==> config.mk <==
export PLATFORM = sky130hd
export DESIGN_NAME = de_regfile_scoreboard
export DESIGN_NICKNAME = d
export VERILOG_FILES = /design/src/rtl/de_regfile_scoreboard.sv
export SDC_FILE = /design/constraint.sdc
export NUM_CORES = 2
export LEC_CHECK = 0
export CELL_PAD_IN_SITES_DETAIL_PLACEMENT = 1
export CELL_PAD_IN_SITES_GLOBAL_PLACEMENT = 2
export CORE_AREA = 4 4 385 387
export DETAILED_ROUTE_END_ITERATION = 10
export DIE_AREA = 0 0 389 391
export GPL_ROUTABILITY_DRIVEN = 1
export PLACE_DENSITY_LB_ADDON = 0.1
export SLEW_MARGIN = 20
export SYNTH_ARGS = -nofsm -noshare
export SYNTH_HDL_FRONTEND = slang
export SYNTH_SLANG_ARGS = --single-unit
==> constraint.sdc <==
create_clock -name clk -period 94.8 [get_ports clk]
set_clock_uncertainty 0.05 [all_clocks]
set_input_delay 18.96 -clock clk [delete_from_list [all_inputs] [get_ports clk]]
set_output_delay 18.96 -clock clk [all_outputs]
set_load 0.005 [all_outputs]
==> src/rtl/de_regfile_scoreboard.sv <==
// de_regfile_scoreboard: decode-stage integer register file (32x32) with
// per-register pending-writer counters that raise a stall on read-after-write
// and counter-overflow hazards. A sticky sb_err reports counter underflow or
// overflow.
// Optional feature: define WB_BYPASS_EN to forward the writeback value to the
// decode operands in the retire cycle and release the dependent stall then.
module de_regfile_scoreboard #(
  parameter int DBITS     = 32,
  parameter int REGNOBITS = 5,
  parameter int REGWORDS  = 32,
  parameter int CNTBITS   = 2
) (
  input  logic                 clk,
  input  logic                 reset,
  input  logic                 wb_wr_reg,
  input  logic [REGNOBITS-1:0] wb_wregno,
  input  logic [DBITS-1:0]     wb_regval,
  input  logic [REGNOBITS-1:0] de_rs1,
  input  logic [REGNOBITS-1:0] de_rs2,
  input  logic                 de_use_rs1,
  input  logic                 de_use_rs2,
  input  logic                 de_issue,
  input  logic                 de_wr_reg,
  input  logic [REGNOBITS-1:0] de_rd,
  input  logic                 sq_valid,
  input  logic                 sq_wr_reg,
  input  logic [REGNOBITS-1:0] sq_rd,
  output logic [DBITS-1:0]     rs1_data,
  output logic [DBITS-1:0]     rs2_data,
  output logic                 stall,
  output logic                 sb_err
);

  // Counter arithmetic is done two bits wider and signed so that one
  // increment and two decrements can be summed before clamping.
  localparam int CW = CNTBITS + 2;
  localparam logic [CNTBITS-1:0] CNT_MAX = '1;

  logic [DBITS-1:0]   regfile_q [REGWORDS];
  logic [DBITS-1:0]   regfile_d [REGWORDS];
  logic [CNTBITS-1:0] pend_q    [REGWORDS];
  logic [CNTBITS-1:0] pend_d    [REGWORDS];
  logic               sb_err_q, sb_err_d;

  logic haz1, haz2, rd_full, inc_en;

  // Operand read; x0 is hard-wired to zero, optional same-cycle WB forwarding.
  always_comb begin
    rs1_data = (de_rs1 == '0) ? '0 : regfile_q[de_rs1];
    rs2_data = (de_rs2 == '0) ? '0 : regfile_q[de_rs2];
`ifdef WB_BYPASS_EN
    if (wb_wr_reg && wb_wregno == de_rs1 && de_rs1 != '0) rs1_data = wb_regval;
    if (wb_wr_reg && wb_wregno == de_rs2 && de_rs2 != '0) rs2_data = wb_regval;
`endif
  end

  // Hazard detection against the current counters only.
  always_comb begin
    haz1 = de_use_rs1 && de_rs1 != '0 && pend_q[de_rs1] != '0;
    haz2 = de_use_rs2 && de_rs2 != '0 && pend_q[de_rs2] != '0;
`ifdef WB_BYPASS_EN
    // The retiring writer is the last one pending: its value is forwarded.
    if (wb_wr_reg && wb_wregno == de_rs1 && pend_q[de_rs1] == CNTBITS'(1)) haz1 = 1'b0;
    if (wb_wr_reg && wb_wregno == de_rs2 && pend_q[de_rs2] == CNTBITS'(1)) haz2 = 1'b0;
`endif
    rd_full = de_wr_reg && de_rd != '0 && pend_q[de_rd] == CNT_MAX;
    stall   = de_issue && (haz1 || haz2 || rd_full);
    inc_en  = de_issue && !stall && de_wr_reg && de_rd != '0;
  end

  // Next-state for register file and pending counters; x0 never changes.
  always_comb begin
    regfile_d = regfile_q;
    pend_d    = pend_q;
    sb_err_d  = sb_err_q;
    if (wb_wr_reg && wb_wregno != '0) regfile_d[wb_wregno] = wb_regval;
    for (int r = 1; r < REGWORDS; r++) begin
      logic signed [CW-1:0] net;
      net = $signed({2'b00, pend_q[r]});
      if (inc_en && de_rd == REGNOBITS'(r))                 net = net + CW'(1);
      if (wb_wr_reg && wb_wregno == REGNOBITS'(r))          net = net - CW'(1);
      if (sq_valid && sq_wr_reg && sq_rd == REGNOBITS'(r))  net = net - CW'(1);
      if (net < 0) begin
        net      = '0;
        sb_err_d = 1'b1;
      end else if (net > $signed({2'b00, CNT_MAX})) begin
        net      = $signed({2'b00, CNT_MAX});
        sb_err_d = 1'b1;
      end
      pend_d[r] = net[CNTBITS-1:0];
    end
  end

  // State registers; reset discards all register and scoreboard state.
  always_ff @(posedge clk or posedge reset) begin
    if (reset) begin
      regfile_q <= '{default: '0};
      pend_q    <= '{default: '0};
      sb_err_q  <= 1'b0;
    end else begin
      regfile_q <= regfile_d;
      pend_q    <= pend_d;
      sb_err_q  <= sb_err_d;
    end
  end

  assign sb_err = sb_err_q;

endmodule

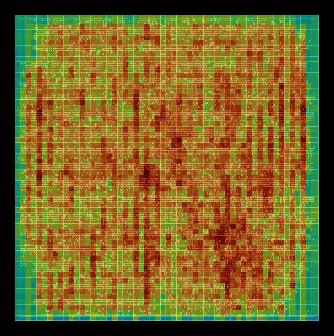
*Congestion heat map*
peak-usage layer in the global routing report: met2
post-layout util: 50.1%

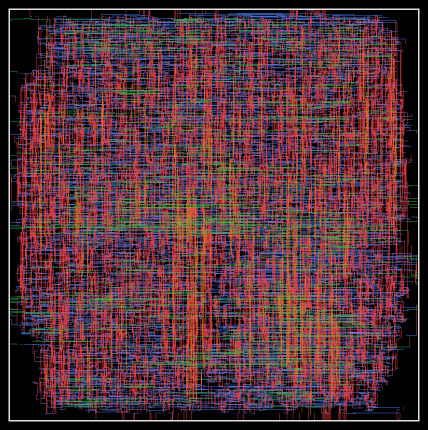
*Routed metal, one colour a layer*
legend:
  green:
    layer: metal 3
    wire_length: 23.6 mm
  purple:
    layer: metal 5
    wire_length: 13.8 microns
  blue:
    layer: metal 1
    wire_length: 111 mm
  orange:
    layer: metal 4
    wire_length: 10000 microns
  red:
    layer: metal 2
    wire_length: 121 mm
GRT Resource Usage Total: 35.1%
average wire per cell in the routed design: 32.7 microns
post-detailed-routing wire length: 266000 microns
routed via count: 52.4k

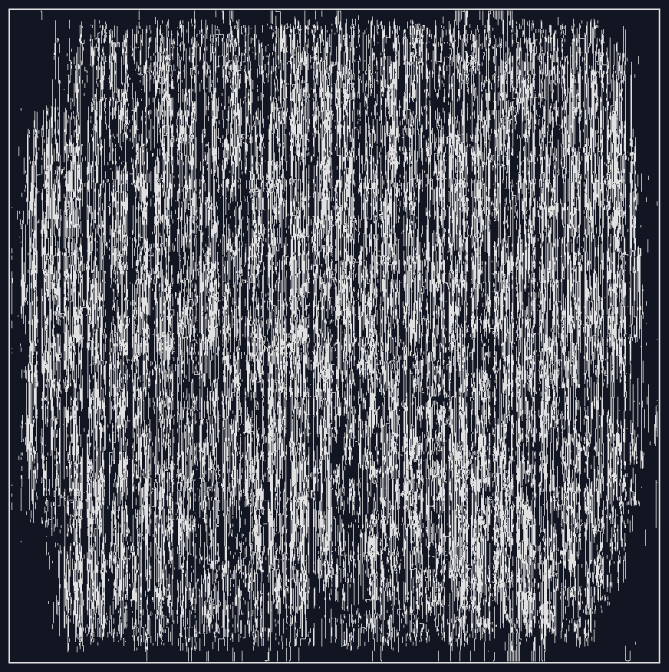
*Metal 2*
wire length on this layer: 121 mm
share of all routed wire: 46%
main direction: vertical
longest straight run: 140 microns
nets with wire on the layer: 5346
met2 layer usage reported by global route: 54.6%

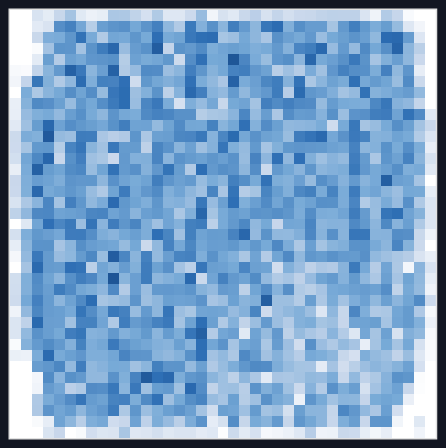
*Cell density map*
39 x 39 tiles, from white (low) to dark blue (high), 0 to 100% covered.
fullest tile: 85%
nearly empty tiles: 3.7%
tiles over 75% full: 2.9%
mean over tiles: 46%
starting density of the core: 44.8%
placeable core region: 145000 sq um

[layer usage]
layer / part of all wire (%) / vias to the layer above / track usage [%]
met5: 0.0049 / - / 0
met4: 3.8 / 2 / 11.8
met3: 8.9 / 513 / 6.88
met2: 46 / 2449 / 54.6
met1: 42 / 28000 / 49.6
li1: - / 21400 / -
[layout make-up]
cell class                 count  area share [%]
timing repair buffer         258            3.26
clock buffer                 186            5.32
antenna                        3          0.0104
tap                         1917            3.31
clock inverter                39           0.714
multi-input combinational   4607            49.8
inverter                      23           0.129
sequential                  1087            37.5
[cells by family after synthesis]
group | synth area share, %
XOR/XNOR | 2.46
adder cells (fa/ha/maj) | 1.79
flip-flops | 41.9
AND-OR/OR-AND | 3.06
AND/OR/NAND/NOR | 19.1
buffers and inverters | 3.28
multiplexers | 28.5
[registers in the layout (all words and copies together), names as in the netlist]
signal	cells
regfile_q	1024
pend_q	62
sb_err	1
[where the power goes]
| part | switching [mW] | internal (mW) | leakage (nW) |
|---|---|---|---|
| Sequential | 0.0929 | 0.557 | 14.0 |
| Combinational | 0.217 | 0.231 | 17.1 |
| Clock | 0.214 | 0.308 | 2.16 |
[metrics by stage]
step | hold slack, ns | worst slack, ns
after CTS | 0.346 | 52.00
after detailed placement | 0.334 | 51.99
after floorplan | 0.391 | 45.19
after global routing | 0.357 | 51.95
final | 0.344 | 52.38
after global placement | 0.327 | 52.10
[path summary, 6_finish.rpt]
kind                       cells after the start       startpoint  slack, ns         endpoint
max                                            8        de_rs2[0]      52.38     rs2_data[27]
min                                            0  regfile_q[1003]       0.34  regfile_q[1003]
max reg2reg                                   21       pend_q[18]      87.28           sb_err
min reg2reg                                    0  regfile_q[1003]       0.34  regfile_q[1003]
max in group asynchronous                      5            reset      72.94    regfile_q[48]
min in group asynchronous                      2            reset      18.61        pend_q[0]
[cells in the final DEF (no fill, tap or decap), types with 11 or more instances in the layout]
master,n
a31oi_1,15
clkbuf_1,23
xor2_1,70
clkbuf_8,27
nand3_1,60
and3_1,16
ha_1,93
nand2_4,26
nand4_1,23
nand2b_1,24
clkinv_2,19
buf_4,121
clkbuf_16,136
clkdlybuf4s50_1,118
mux2i_1,88
nor2_4,30
nor2_1,186
or2_2,11
nor4_1,17
a211oi_1,12
inv_1,22
dfrtp_1,1087
mux2_2,256
mux4_2,654
nand2_1,2495
a21oi_1,69
a22o_1,34
o21ai_0,35
nor3_1,46
nor3b_1,27
nor2b_1,15
xnor2_1,98
[worst max-delay path: cells and delay by family]
family	cells	cell delay [ns]
AND/OR/NAND/NOR	1	0.09
multiplexers	3	1.61
buffers and inverters	4	2.44
==> flow_metrics.rpt <==
RUN METRICS
----------------------------------------------------
[Status]
  Run status ........................ finished clean

[Worst setup path]
  Critical Path, Cell by Cell ........................ buf_8, buf_12, buf_6, mux4_2, mux4_2, mux2i_1, nor2_1, clkdlybuf4s50_1
  Maximum cell stage delay along the critical path ........................ 0.69 ns
  Start-to-end type of the worst setup path ........................ in -> out
  Type of element capturing the critical path ........................ output port
  Cell with the most instances on the worst path ........................ mux4_2
  Worst Path Required ........................ 75.79 ns
  Data arrival time at the worst-slack endpoint ........................ 23.41 ns
  Critical path peak fanout ........................ 98
  Slowest cell on the critical path ........................ buf_6

[Flow run]
  Max-cap violation count ........................ 0
  OpenROAD warning count ........................ 45

[Final timing]
  RSZ-0062 raised after global routing ........................ false
  Final worst-path cycle share ........................ 44.8%
  Final hold viol count ........................ 0
  Transition time at the pin with the least slew margin ........................ 1.18 ns
  Finish-stage setup viols ........................ 0
  Achievable Freq ........................ 0.0236 GHz
  Max-slew violation total from the final report ........................ 0
  Setup TNS Final ........................ 0 ns
  Minimum period implied by the final worst setup slack ........................ 42.42 ns

[Cells and area]
  Layout Area Growth over Synthesis ........................ 11.7%
  Post-route design area ........................ 72500 sq um
  Final net count ........................ 6268
  Layout fillers ........................ 15.4k
  Footprint of the flip-flops and latches ........................ 27200 sq um
  Logic cell area ........................ 36100 sq um
  Non-filler instance count after layout ........................ 8120
  Fraction of final layout cells sized beyond drive strength 1 ........................ 21.8%

[Clock network]
  Number of buffers inserted to repair setup after CTS ........................ 0
  TritonCTS buffer count ........................ 132
  Clock tree from TritonCTS ........................ built
  Worst-path clk slew ........................ 0.06 ns
  Clock latency reported for the late side of the worst-skew pair ........................ 0.77 ns
  Post-CTS Hold Buffers ........................ 0
  H-tree Lvls ........................ 4
  Sinks on Clock Net ........................ 1087
  Post-CTS Resized ........................ 0
  Root buffer cell ........................ clkbuf_16

[Die]
  Die Wd ........................ 389 microns
  Die height ........................ 391 microns
  I/O pin total ........................ 132
  Die ar. ........................ 152000 sq um
  Floorplan row count ........................ 140

[Logic synthesis]
  Post-synthesis instance total ........................ 6242
  Top-area cell share ........................ 41.9%
  Count of flip-flops with a built-in enable after synthesis ........................ 0
  Cells in synth_stat.txt ........................ 6242
  Ys flops ........................ 1087
  Number of warning messages in the yosys log ........................ 0
  Library cell with the largest summed area after synthesis ........................ dfrtp_1
  Most common library cells after synthesis ........................ 2521 x nand2_1, 1087 x dfrtp_1, 654 x mux4_2, 436 x clkbuf_1, 256 x mux2_2
  Cell variety after synth ........................ 85
  Post-Synthesis Net Count ........................ 6401
  Most common flop cell mapped by yosys ........................ dfrtp_1
  Sequential cell area fraction in the yosys report ........................ 41.9%
  Largest cells by area after synthesis ........................ dfrtp_1 42%, mux4_2 23%, nand2_1 15%
  Fraction of registers with async set or reset after synthesis ........................ 100%
  Cell with the most instances after synthesis ........................ nand2_1
  Syn_area_per_cell ........................ 10.4 sq um
  Yosys synthesis chip area ........................ 65000 sq um

[Worst hold path]
  Min-delay worst type ........................ reg -> reg

[GRT]
  Vias in the first global route ........................ 53.6k
  Number of antenna violations at the first check in global routing ........................ 12
  Wire length of the first global-routing pass ........................ 387000 microns
  Largest net degree at the start of global routing ........................ 168
  Final global-route overflow total ........................ 0

[Detailed routing]
  Routed vias/inst ........................ 6.45
  Pre-Repair DR Iteration Count ........................ 5
  Number of DRC markers after the initial detailed-route iteration ........................ 5617
  Residual DRC ........................ 0
  Post-detailed-route count of antenna-violating nets ........................ 0

[Place]
  Routability cong. ........................ 0.932
  Area of placed instances ........................ 68100 sq um
  Number of cells in the design after placement ........................ 7892
  Number of buffer cells added on primary ports ........................ 131
  Final HPWL DP ........................ 148000 microns

[Power]
  Maximum resistive drop on vdd ........................ 0.0000149 V
  Cell area power density ........................ 22.3 nW/um^2
  Total power of the final layout ........................ 1.62 mW
  P_leak ........................ 33.3 nW

----------------------------------------------------
Power is estimated from default activity; no workload was simulated.
